gate_families.png
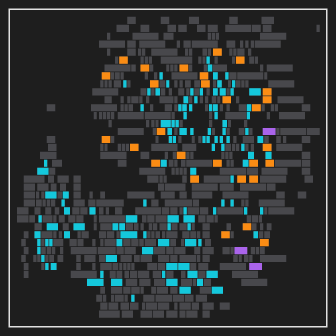
zoom.png
Scale bar: 10 um. Window x 15 to 40, y 15 to 40 um. Cells in gray, sequential cells in the stronger gray; small squares are vias.
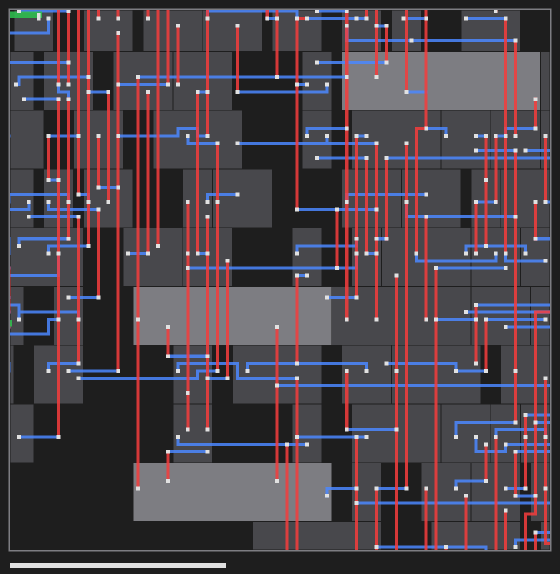
port_nets.png
Scale bar: 20 um.
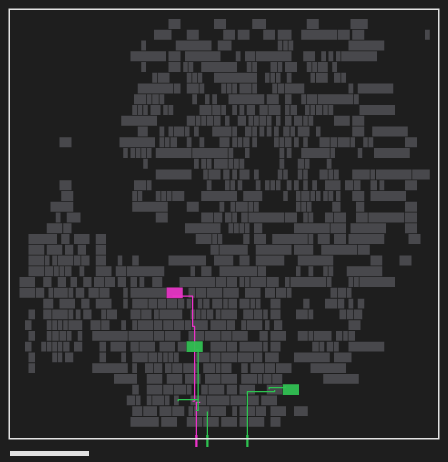
registers.png
Scale bar: 20 um. Other sequential cells in the stronger gray, the rest of the logic in the fainter gray.
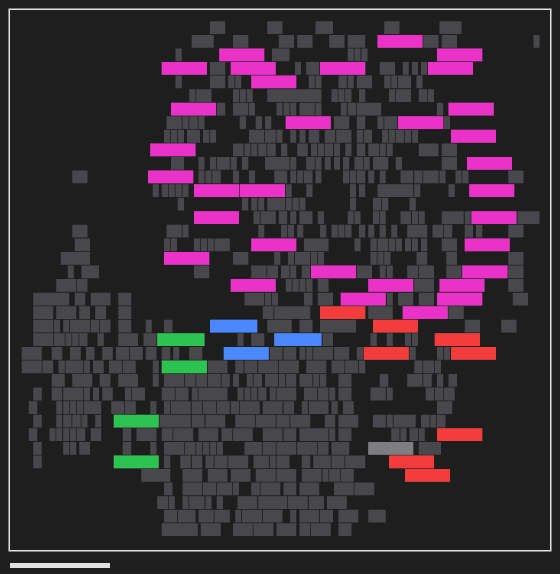
final_congestion.png
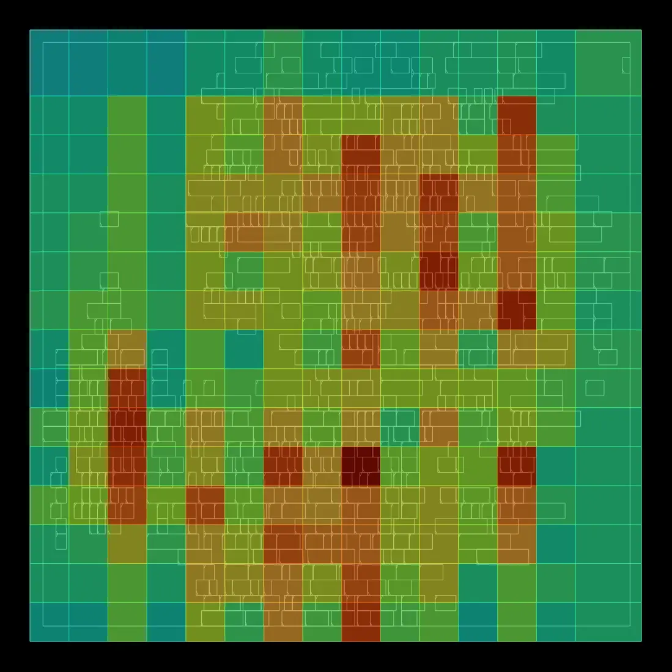
File: src/rtl/multicycle_control.sv
// Multi-cycle MIPS control unit.
// Sequences each instruction through FETCH/DECODE/EXEC/MEM/WB, driving the datapath
// control lines from the current state and the registered instruction class.
// Instruction and data memories use req/ready handshakes. The data access gives up
// after TIMEOUT cycles, sets a sticky bus_error and parks in HALT until reset.
//
// Ports:
//   clk, reset_n          clock, asynchronous active-low reset
//   opcode, func          IR[31:26], IR[5:0] (IR held by the datapath)
//   zero                  ALU equal flag, valid in EXEC
//   imem_ready            instruction word valid this cycle
//   dmem_ready            data access complete this cycle
//   imem_req, ir_we       fetch request, IR load
//   pc_we, nPC_sel        PC update, next-PC select (0 +4, 1 branch, 2 jump, 3 GPR[rs])
//   alu_op                0 add, 1 sub, 2 or, 3 compare, 15 lui
//   reg_dst               0 rt, 1 rd, 2 $31
//   alu_src_a, alu_src_b  A: 0 rs, 1 PC; B: 0 rt, 1 ext imm, 2 constant 4
//   ext_op                0 zero, 1 sign, 2 upper
//   wb_sel, reg_write     write-back source (0 ALU, 1 memory), GPR write enable
//   dmem_req, mem_write   data request, store qualifier
//   illegal               one-cycle pulse on an unsupported encoding
//   bus_error             sticky data-memory timeout flag
//   retired               completed-instruction count (wraps)
//   state                 0 FETCH, 1 DECODE, 2 EXEC, 3 MEM, 4 WB, 7 HALT
module multicycle_control #(
   parameter int unsigned CNT_W   = 32,
   parameter int unsigned TIMEOUT = 16,
   parameter int unsigned ALUOP_W = 4
) (
   input  logic               clk,
   input  logic               reset_n,
   input  logic [5:0]         opcode,
   input  logic [5:0]         func,
   input  logic               zero,
   input  logic               imem_ready,
   input  logic               dmem_ready,
   output logic               imem_req,
   output logic               ir_we,
   output logic               pc_we,
   output logic [2:0]         nPC_sel,
   output logic [ALUOP_W-1:0] alu_op,
   output logic [1:0]         reg_dst,
   output logic               alu_src_a,
   output logic [1:0]         alu_src_b,
   output logic [1:0]         ext_op,
   output logic               wb_sel,
   output logic               reg_write,
   output logic               dmem_req,
   output logic               mem_write,
   output logic               illegal,
   output logic               bus_error,
   output logic [CNT_W-1:0]   retired,
   output logic [2:0]         state
);

   typedef enum logic [2:0] {
      StFetch  = 3'd0,
      StDecode = 3'd1,
      StExec   = 3'd2,
      StMem    = 3'd3,
      StWb     = 3'd4,
      StHalt   = 3'd7
   } state_e;

   typedef enum logic [3:0] {
      ClsIllegal, ClsAddu, ClsSubu, ClsJr, ClsOri, ClsLw,
      ClsSw, ClsBeq, ClsLui, ClsJ, ClsJal
   } cls_e;

   state_e           state_q, state_d;
   cls_e             cls_q, cls_d, dec_cls;
   logic [7:0]       tmo_q, tmo_d;
   logic [8:0]       tmo_inc;
   logic [CNT_W-1:0] retired_q, retired_d;
   logic             bus_err_q, bus_err_d;

   assign state     = state_q;
   assign retired   = retired_q;
   assign bus_error = bus_err_q;
   assign tmo_inc   = {1'b0, tmo_q} + 9'd1;

   // Instruction classification from the IR fields.
   always_comb begin
      dec_cls = ClsIllegal;
      case (opcode)
         6'h00: begin
            case (func)
               6'h21:   dec_cls = ClsAddu;
               6'h23:   dec_cls = ClsSubu;
               6'h08:   dec_cls = ClsJr;
               default: dec_cls = ClsIllegal;
            endcase
         end
         6'h0D:   dec_cls = ClsOri;
         6'h23:   dec_cls = ClsLw;
         6'h2B:   dec_cls = ClsSw;
         6'h04:   dec_cls = ClsBeq;
         6'h0F:   dec_cls = ClsLui;
         6'h02:   dec_cls = ClsJ;
         6'h03:   dec_cls = ClsJal;
         default: dec_cls = ClsIllegal;
      endcase
   end

   always_ff @(posedge clk or negedge reset_n) begin
      if (!reset_n) begin
         state_q   <= StFetch;
         cls_q     <= ClsIllegal;
         tmo_q     <= 8'd0;
         retired_q <= '0;
         bus_err_q <= 1'b0;
      end else begin
         state_q   <= state_d;
         cls_q     <= cls_d;
         tmo_q     <= tmo_d;
         retired_q <= retired_d;
         bus_err_q <= bus_err_d;
      end
   end

   always_comb begin
      state_d   = state_q;
      cls_d     = cls_q;
      tmo_d     = tmo_q;
      retired_d = retired_q;
      bus_err_d = bus_err_q;
      imem_req  = 1'b0;
      ir_we     = 1'b0;
      pc_we     = 1'b0;
      nPC_sel   = 3'd0;
      alu_op    = '0;
      reg_dst   = 2'd0;
      alu_src_a = 1'b0;
      alu_src_b = 2'd0;
      ext_op    = 2'd0;
      wb_sel    = 1'b0;
      reg_write = 1'b0;
      dmem_req  = 1'b0;
      mem_write = 1'b0;
      illegal   = 1'b0;

      case (state_q)
         StFetch: begin
            imem_req = 1'b1;
            if (imem_ready) begin
               ir_we   = 1'b1;
               state_d = StDecode;
            end
         end
         StDecode: begin
            cls_d = dec_cls;
            if (dec_cls == ClsIllegal) begin
               // Skip the bad word: step PC and refetch without retiring.
               illegal = 1'b1;
               pc_we   = 1'b1;
               state_d = StFetch;
            end else begin
               state_d = StExec;
            end
         end
         StExec: begin
            state_d = StWb;
            case (cls_q)
               ClsAddu: alu_op = ALUOP_W'(0);
               ClsSubu: alu_op = ALUOP_W'(1);
               ClsOri: begin
                  alu_op    = ALUOP_W'(2);
                  alu_src_b = 2'd1;
               end
               ClsLui: begin
                  alu_op    = ALUOP_W'(15);
                  alu_src_b = 2'd1;
                  ext_op    = 2'd2;
               end
               ClsLw, ClsSw: begin
                  alu_src_b = 2'd1;
                  ext_op    = 2'd1;
                  state_d   = StMem;
               end
               ClsBeq: begin
                  alu_op    = ALUOP_W'(3);
                  pc_we     = 1'b1;
                  nPC_sel   = zero ? 3'd1 : 3'd0;
                  retired_d = retired_q + CNT_W'(1);
                  state_d   = StFetch;
               end
               ClsJal: begin
                  // Link value PC+4 is formed here and written in WB.
                  alu_src_a = 1'b1;
                  alu_src_b = 2'd2;
               end
               ClsJr: begin
                  pc_we     = 1'b1;
                  nPC_sel   = 3'd3;
                  retired_d = retired_q + CNT_W'(1);
                  state_d   = StFetch;
               end
               ClsJ: begin
                  pc_we     = 1'b1;
                  nPC_sel   = 3'd2;
                  retired_d = retired_q + CNT_W'(1);
                  state_d   = StFetch;
               end
               default: state_d = StFetch;
            endcase
         end
         StMem: begin
            dmem_req  = 1'b1;
            mem_write = (cls_q == ClsSw);
            if (dmem_ready) begin
               // Ready wins even on the cycle the wait count would expire.
               tmo_d = 8'd0;
               if (cls_q == ClsSw) begin
                  pc_we     = 1'b1;
                  retired_d = retired_q + CNT_W'(1);
                  state_d   = StFetch;
               end else begin
                  state_d = StWb;
               end
            end else if (tmo_inc >= 9'(TIMEOUT)) begin
               tmo_d     = 8'd0;
               bus_err_d = 1'b1;
               state_d   = StHalt;
            end else begin
               tmo_d = tmo_inc[7:0];
            end
         end
         StWb: begin
            reg_write = 1'b1;
            pc_we     = 1'b1;
            retired_d = retired_q + CNT_W'(1);
            state_d   = StFetch;
            case (cls_q)
               ClsAddu, ClsSubu: reg_dst = 2'd1;
               ClsLw:            wb_sel  = 1'b1;
               ClsJal: begin
                  reg_dst = 2'd2;
                  nPC_sel = 3'd2;
               end
               default: reg_dst = 2'd0;
            endcase
         end
         StHalt: state_d = StHalt;
         default: state_d = StFetch;
      endcase

      // While reset is held only the fetch request is visible.
      if (!reset_n) begin
         imem_req  = 1'b1;
         ir_we     = 1'b0;
         pc_we     = 1'b0;
         nPC_sel   = 3'd0;
         alu_op    = '0;
         reg_dst   = 2'd0;
         alu_src_a = 1'b0;
         alu_src_b = 2'd0;
         ext_op    = 2'd0;
         wb_sel    = 1'b0;
         reg_write = 1'b0;
         dmem_req  = 1'b0;
         mem_write = 1'b0;
         illegal   = 1'b0;
      end
   end

endmodule

File: config.mk
export PLATFORM = sky130hd
export DESIGN_NAME = multicycle_control
export DESIGN_NICKNAME = d
export VERILOG_FILES = /design/src/rtl/multicycle_control.sv
export SDC_FILE = /design/constraint.sdc
export NUM_CORES = 1
export LEC_CHECK = 0
export ABC_AREA = 1
export CORE_MARGIN = 2
export CORE_UTILIZATION = 30
export DETAILED_ROUTE_END_ITERATION = 6
export PLACE_DENSITY = 0.61
export SLEW_MARGIN = 0
export SYNTH_ARGS = -nofsm -noshare
export SYNTH_HDL_FRONTEND = slang
export SYNTH_SLANG_ARGS = --single-unit
File: constraint.sdc
create_clock -name clk -period 1.9 [get_ports clk]
set_input_delay 0.475 -clock clk [delete_from_list [all_inputs] [get_ports clk]]
set_output_delay 0.475 -clock clk [all_outputs]
set_load 0.03 [all_outputs]
==> reports/metrics.yaml <==
status: "finished with violations"
violations: "negative setup slack"
clkLatencyLatePin_ns: 0.31
wl_per_cell_um: 12.9
postLayoutCellArea_sq_um: 5080
synthDistinctLibCells: 32
yosys.area_share.simple_pct: 40.5
regToRegSetupSlack_ns: 0.08
postSynthSeqShare_pct: 36.8
critical_path.top_delay_family: "flip-flops"
antennaDiodeCount: 0
pre_cts_slack_ns: -0.727
ys.flop_type: "dfrtp_1"
r2r-end: "retired[25]"
ctsHoldBuffers: 0
layout_top_cells: "137 x nand2_1, 58 x nor2_1, 45 x dfrtp_1, 44 x buf_4, 37 x buf_6"
worstSetupEndpointType: "output port"
powerDensity_nw_per_um2: 779
clockRootBuffer: "clkbuf_8"
setup_ws_ns: -0.264
path_common_cell: "a21oi_4"
finalSetupTns_ns: -1.67
ys_sh_xor_pct: 7.52
fp.dieH_um: 108
ys_async_sr_fraction_pct: 100
utilization_pct: 47.3
drt_wl_total_um: 9790
layout-drive-gt1-share_pct: 32.7
crit_path_top_delay_cell: "dfrtp_1"
critPathKind: "reg2out"
die_w_um: 108
edf_count: 0
fp.dieArea_sq_um: 11700
critPathArrivalTime_ns: 1.69
regToRegStartpoint: "cls_q[0]"
drt-met1-wl_um: 4330
finalSetupViolations: 18
grt-ovfl-total: 0
gp_congestion: 0.929
nClkBuffers: 5
setup.worst_path.start: "cls_q[3]"
skew_ns: 0.00367
comb_share_pct: 42.2
post_cts_buffers: 18
comb_cells: 376
antenna_left: 0
slew_headroom_pct: 60.9
cts_tree: "yes"
largest_reg_flops: 32
drv_slew: 0
critPathCapture: "pc_we"
drc: 0
Notes on gate_families.png above:
orange -> XOR/XNOR gates  # cells 28
cyan -> NOR gates  # cells 111
purple -> adder and majority cells  # cells 3

Notes on zoom.png above:
blue -> met1
red -> met2
green -> met3
cells with their middle in the window = 55
most frequent = buf_4 (10), nand2_1 (8), nand2_2 (7)
netlist names of flops here include = `cls_q` (3)
sequential cells in the window = 3

Notes on port_nets.png above:
magenta -> `ir_we`  # bits 1, direction output, end cells 1, buffers 1, wire 42.1 um
green -> `ext_op`  # bits 2, direction output, end cells 2, buffers 2, wire 51.4 um

Notes on registers.png above:
green -> `cls_q`  # placed flops 4
red -> `tmo_q`  # placed flops 8
magenta -> `retired`  # placed flops 32
blue -> `state`  # placed flops 3
not colored = 1

Notes on final_congestion.png above:
GRT met3 Usage: 3.19%
Most Crowded Layer GR: met2

